$ cat config.mk
export PLATFORM = sky130hd
export DESIGN_NAME = intpol2_iq_out_pacer
export DESIGN_NICKNAME = d
export VERILOG_FILES = /design/src/rtl/intpol2_iq_out_pacer.sv
export SDC_FILE = /design/constraint.sdc
export NUM_CORES = 1
export LEC_CHECK = 0
export CAP_MARGIN = 25
export CORE_MARGIN = 2
export CORE_UTILIZATION = 59
export CTS_CLUSTER_SIZE = 20
export DETAILED_ROUTE_END_ITERATION = 10
export GPL_TIMING_DRIVEN = 1
export PLACE_DENSITY = 0.8
export SLEW_MARGIN = 20
export SYNTH_ARGS = -nofsm -noshare
export SYNTH_HDL_FRONTEND = slang
export SYNTH_SLANG_ARGS = --single-unit
$ cat constraint.sdc
create_clock -name clk -period 9.6 [get_ports clk]
set_clock_uncertainty 0.05 [all_clocks]
set_input_delay 0.96 -clock clk [delete_from_list [all_inputs] [get_ports clk]]
set_output_delay 0.96 -clock clk [all_outputs]
set_load 0.02 [all_outputs]
$ cat src/rtl/intpol2_iq_out_pacer.sv
// Paced I/Q output stage: a shared I/Q FIFO fed by the interpolator and drained one
// sample every period_i clocks. Optional macro INTPOL2_OUT_UNDERRUN_HOLD_EN repeats the last sample on underrun.
module intpol2_iq_out_pacer #(
    parameter int DATA_WIDTH = 32,
    parameter int ADDR_WIDTH = 3,
    parameter int AF_MARGIN  = 2
) (
    input  logic                    clk,
    input  logic                    rst_a,
    input  logic                    en_i,
    input  logic [15:0]             period_i,
    input  logic [ADDR_WIDTH:0]     prime_i,
    input  logic                    clr_flags_i,
    input  logic                    Write_enable_i,
    input  logic [DATA_WIDTH-1:0]   I_interp_i,
    input  logic [DATA_WIDTH-1:0]   Q_interp_i,
    output logic                    Afull_o,
    output logic [DATA_WIDTH-1:0]   I_o,
    output logic [DATA_WIDTH-1:0]   Q_o,
    output logic                    valid_o,
    output logic [ADDR_WIDTH:0]     level_o,
    output logic [1:0]              state_o,
    output logic                    underrun_o,
    output logic                    overflow_o
);

    localparam int DEPTH = 1 << ADDR_WIDTH;
    localparam logic [ADDR_WIDTH:0] L_DEPTH = (ADDR_WIDTH+1)'(DEPTH);
    localparam logic [ADDR_WIDTH:0] L_AF    = (ADDR_WIDTH+1)'(DEPTH - AF_MARGIN);
    localparam logic [ADDR_WIDTH:0] L_ONE   = (ADDR_WIDTH+1)'(1);
    localparam logic [ADDR_WIDTH:0] L_ZERO  = '0;

    typedef enum logic [1:0] {
        IDLE  = 2'd0,
        PRIME = 2'd1,
        RUN   = 2'd2
    } state_t;

    state_t                      r_state;
    state_t                      w_state_nxt;
    logic [2*DATA_WIDTH-1:0]     r_mem [DEPTH];
    logic [ADDR_WIDTH-1:0]       r_wptr;
    logic [ADDR_WIDTH-1:0]       r_rptr;
    logic [ADDR_WIDTH:0]         r_level;
    logic [15:0]                 r_cnt;
    logic [DATA_WIDTH-1:0]       r_i;
    logic [DATA_WIDTH-1:0]       r_q;
    logic                        r_valid;
    logic                        r_underrun;
    logic                        r_overflow;

    logic [15:0]                 w_eff_period;
    logic [ADDR_WIDTH:0]         w_eff_prime;
    logic                        w_active;
    logic                        w_tick;
    logic                        w_pop;
    logic                        w_under;
    logic                        w_push;
    logic                        w_ovf_ev;

    assign w_eff_period = (period_i == 16'd0) ? 16'd1 : period_i;
    assign w_eff_prime  = (prime_i == L_ZERO) ? L_ONE :
                          ((prime_i > L_DEPTH) ? L_DEPTH : prime_i);

    // Everything below is gated by en_i: a disabled cycle only flushes.
    assign w_active = en_i && (r_state != IDLE);
    assign w_tick   = en_i && (r_state == RUN) && (r_cnt == w_eff_period - 16'd1);
    assign w_pop    = w_tick && (r_level != L_ZERO);
    assign w_under  = w_tick && (r_level == L_ZERO);
    assign w_push   = w_active && Write_enable_i && ((r_level != L_DEPTH) || w_pop);
    assign w_ovf_ev = w_active && Write_enable_i && (r_level == L_DEPTH) && !w_pop;

    always_ff @(posedge clk or posedge rst_a) begin
        if (rst_a) begin
            r_state <= IDLE;
        end else begin
            r_state <= w_state_nxt;
        end
    end

    always_comb begin
        w_state_nxt = r_state;
        unique case (r_state)
            IDLE:    w_state_nxt = PRIME;
            PRIME:   if (r_level >= w_eff_prime) w_state_nxt = RUN;
            RUN:     if (w_under) w_state_nxt = PRIME;
            default: w_state_nxt = IDLE;
        endcase
        if (!en_i) begin
            w_state_nxt = IDLE;
        end
    end

    // Counter only advances in RUN, so it is already zero on RUN entry.
    always_ff @(posedge clk or posedge rst_a) begin
        if (rst_a) begin
            r_cnt <= 16'd0;
        end else if (!en_i || (r_state != RUN) || w_tick) begin
            r_cnt <= 16'd0;
        end else begin
            r_cnt <= r_cnt + 16'd1;
        end
    end

    always_ff @(posedge clk) begin
        if (w_push) begin
            r_mem[r_wptr] <= {I_interp_i, Q_interp_i};
        end
    end

    always_ff @(posedge clk or posedge rst_a) begin
        if (rst_a) begin
            r_wptr  <= '0;
            r_rptr  <= '0;
            r_level <= '0;
        end else if (!w_active) begin
            r_wptr  <= '0;
            r_rptr  <= '0;
            r_level <= '0;
        end else begin
            if (w_push) r_wptr <= r_wptr + 1'b1;
            if (w_pop)  r_rptr <= r_rptr + 1'b1;
            unique case ({w_push, w_pop})
                2'b10:   r_level <= r_level + L_ONE;
                2'b01:   r_level <= r_level - L_ONE;
                default: r_level <= r_level;
            endcase
        end
    end

    always_ff @(posedge clk or posedge rst_a) begin
        if (rst_a) begin
            r_i     <= '0;
            r_q     <= '0;
            r_valid <= 1'b0;
        end else if (w_pop) begin
            {r_i, r_q} <= r_mem[r_rptr];
            r_valid    <= 1'b1;
        end else if (w_under) begin
`ifdef INTPOL2_OUT_UNDERRUN_HOLD_EN
            r_valid <= 1'b1;
`else
            r_i     <= '0;
            r_q     <= '0;
            r_valid <= 1'b0;
`endif
        end else begin
            r_valid <= 1'b0;
        end
    end

    // Set events take priority over a same-cycle clear.
    always_ff @(posedge clk or posedge rst_a) begin
        if (rst_a) begin
            r_underrun <= 1'b0;
            r_overflow <= 1'b0;
        end else begin
            if (w_under)          r_underrun <= 1'b1;
            else if (clr_flags_i) r_underrun <= 1'b0;
            if (w_ovf_ev)         r_overflow <= 1'b1;
            else if (clr_flags_i) r_overflow <= 1'b0;
        end
    end

    assign Afull_o    = (r_level >= L_AF);
    assign I_o        = r_i;
    assign Q_o        = r_q;
    assign valid_o    = r_valid;
    assign level_o    = r_level;
    assign state_o    = r_state;
    assign underrun_o = r_underrun;
    assign overflow_o = r_overflow;

endmodule

Floorplan with the power grid:
Bar = 50 um. Pins as bars on the die edge.
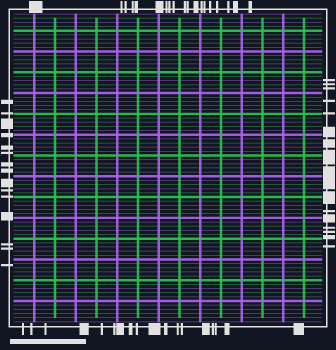
Green marks VDD. Purple marks VSS.
75 met1 rails follow the rows. 163 signal pins sit on the boundary. 14 straps on met4.

==> CHANGELOG.md <==
## Implementation

* Setup WS pre-CTS at 2.78 ns
* CTS tree: done
* Yosys Instances at 1272
* Run status: completed
* CTS Buffer Depth at 3
* First drt pass iteration count at 7
* Flop share of the area at 0.625
* Comb_multi_in at 579
* Number of global-route vias before repair at 13029
* Initial antenna violation count at 3
* Insertion Delay late pin at 0.60 ns
* Crit path DAT at 6.42 ns
* CP Buf/Inv Count at 2
* Fin. max-slew vios at 0
* Top logic family: multiplexers
* Internal at 4.29 mW
* Detail-routed via count per cell at 6.30
* Top logic cells by instance count in the layout: 512 x edfxtp_1, 162 x clkdlybuf4s50_1, 128 x mux4_2
* Inverter count at 17
* Synth mux share at 0.148
* Synth flops at 607
* Share of layout cells above drive strength 1 at 0.184
* Largest class: flip-flops and latches
* CTS sink cnt at 607
* Clock Buffer Count at 79
* Non-filler cells, final at 2026
* Gr usage total at 0.250
* WL/cell at 26.1 um
* Chip width at 207 um
* Worst R2R Path Depth at 9
* Sw Ratio at 0.204
* CP delay by family, top: simple AND/OR/NAND/NOR gates
* RSZ-0062 raised after global routing: false
* Combinational power share at 0.044
* Top Usage Layer GRT: met2
* Max-Cap Viols at 0
* Area leader share at 0.634
* Share of flip-flops with an asynchronous set or reset at 0.157
* Critical Path Source Type: input pin
* Final wirelength at 52800 um
* Tool Warnings at 27
* GR Layer Usage met1 at 0.343
* P_sw at 1.10 mW
* Post-DP HPWL at 27400 um
Placement by cell class:
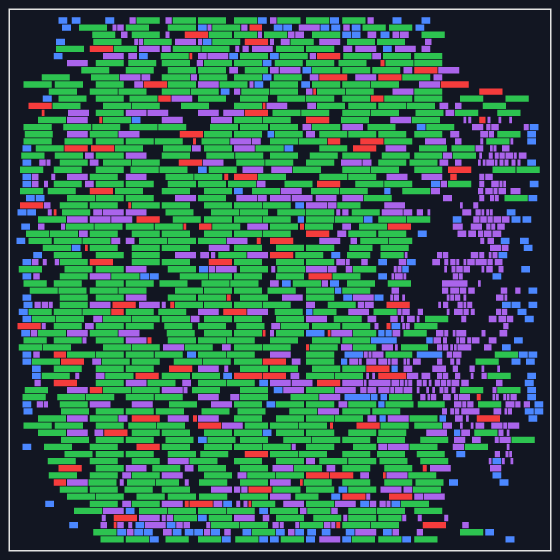
Purple marks all other logic, cells 596, share of their area 23%. Red marks clock drivers and dummy loads, cells 104, share of their area 6.7%. Green marks flops, cells 607, share of their area 64%. Blue marks other buffers and delay cells, cells 184, share of their area 6.7%.

cell families after synthesis:
family / Yosys count
mux: 199
fa+ha+maj: 11
xor+xnor: 28
compound gates: 123
flops: 607
buf+inv: 86
simple gates: 218
per-layer routing:
layer | vias up | routed length (um)
li1 | 5502 | -
met3 | 85 | 3320
met5 | - | 13
met2 | 516 | 26900
met1 | 6668 | 21300
met4 | 2 | 1350
registers in the layout, indices dropped and copies added, names as in the netlist:
register,count
state_o,2
overflow_o,1
underrun_o,1
r_mem,512
Q_o,32
valid_o,1
level_o,4
I_o,32
r_rptr,3
r_cnt,16
r_wptr,3
No activity file was given, so power comes from the tool's default toggle rates.
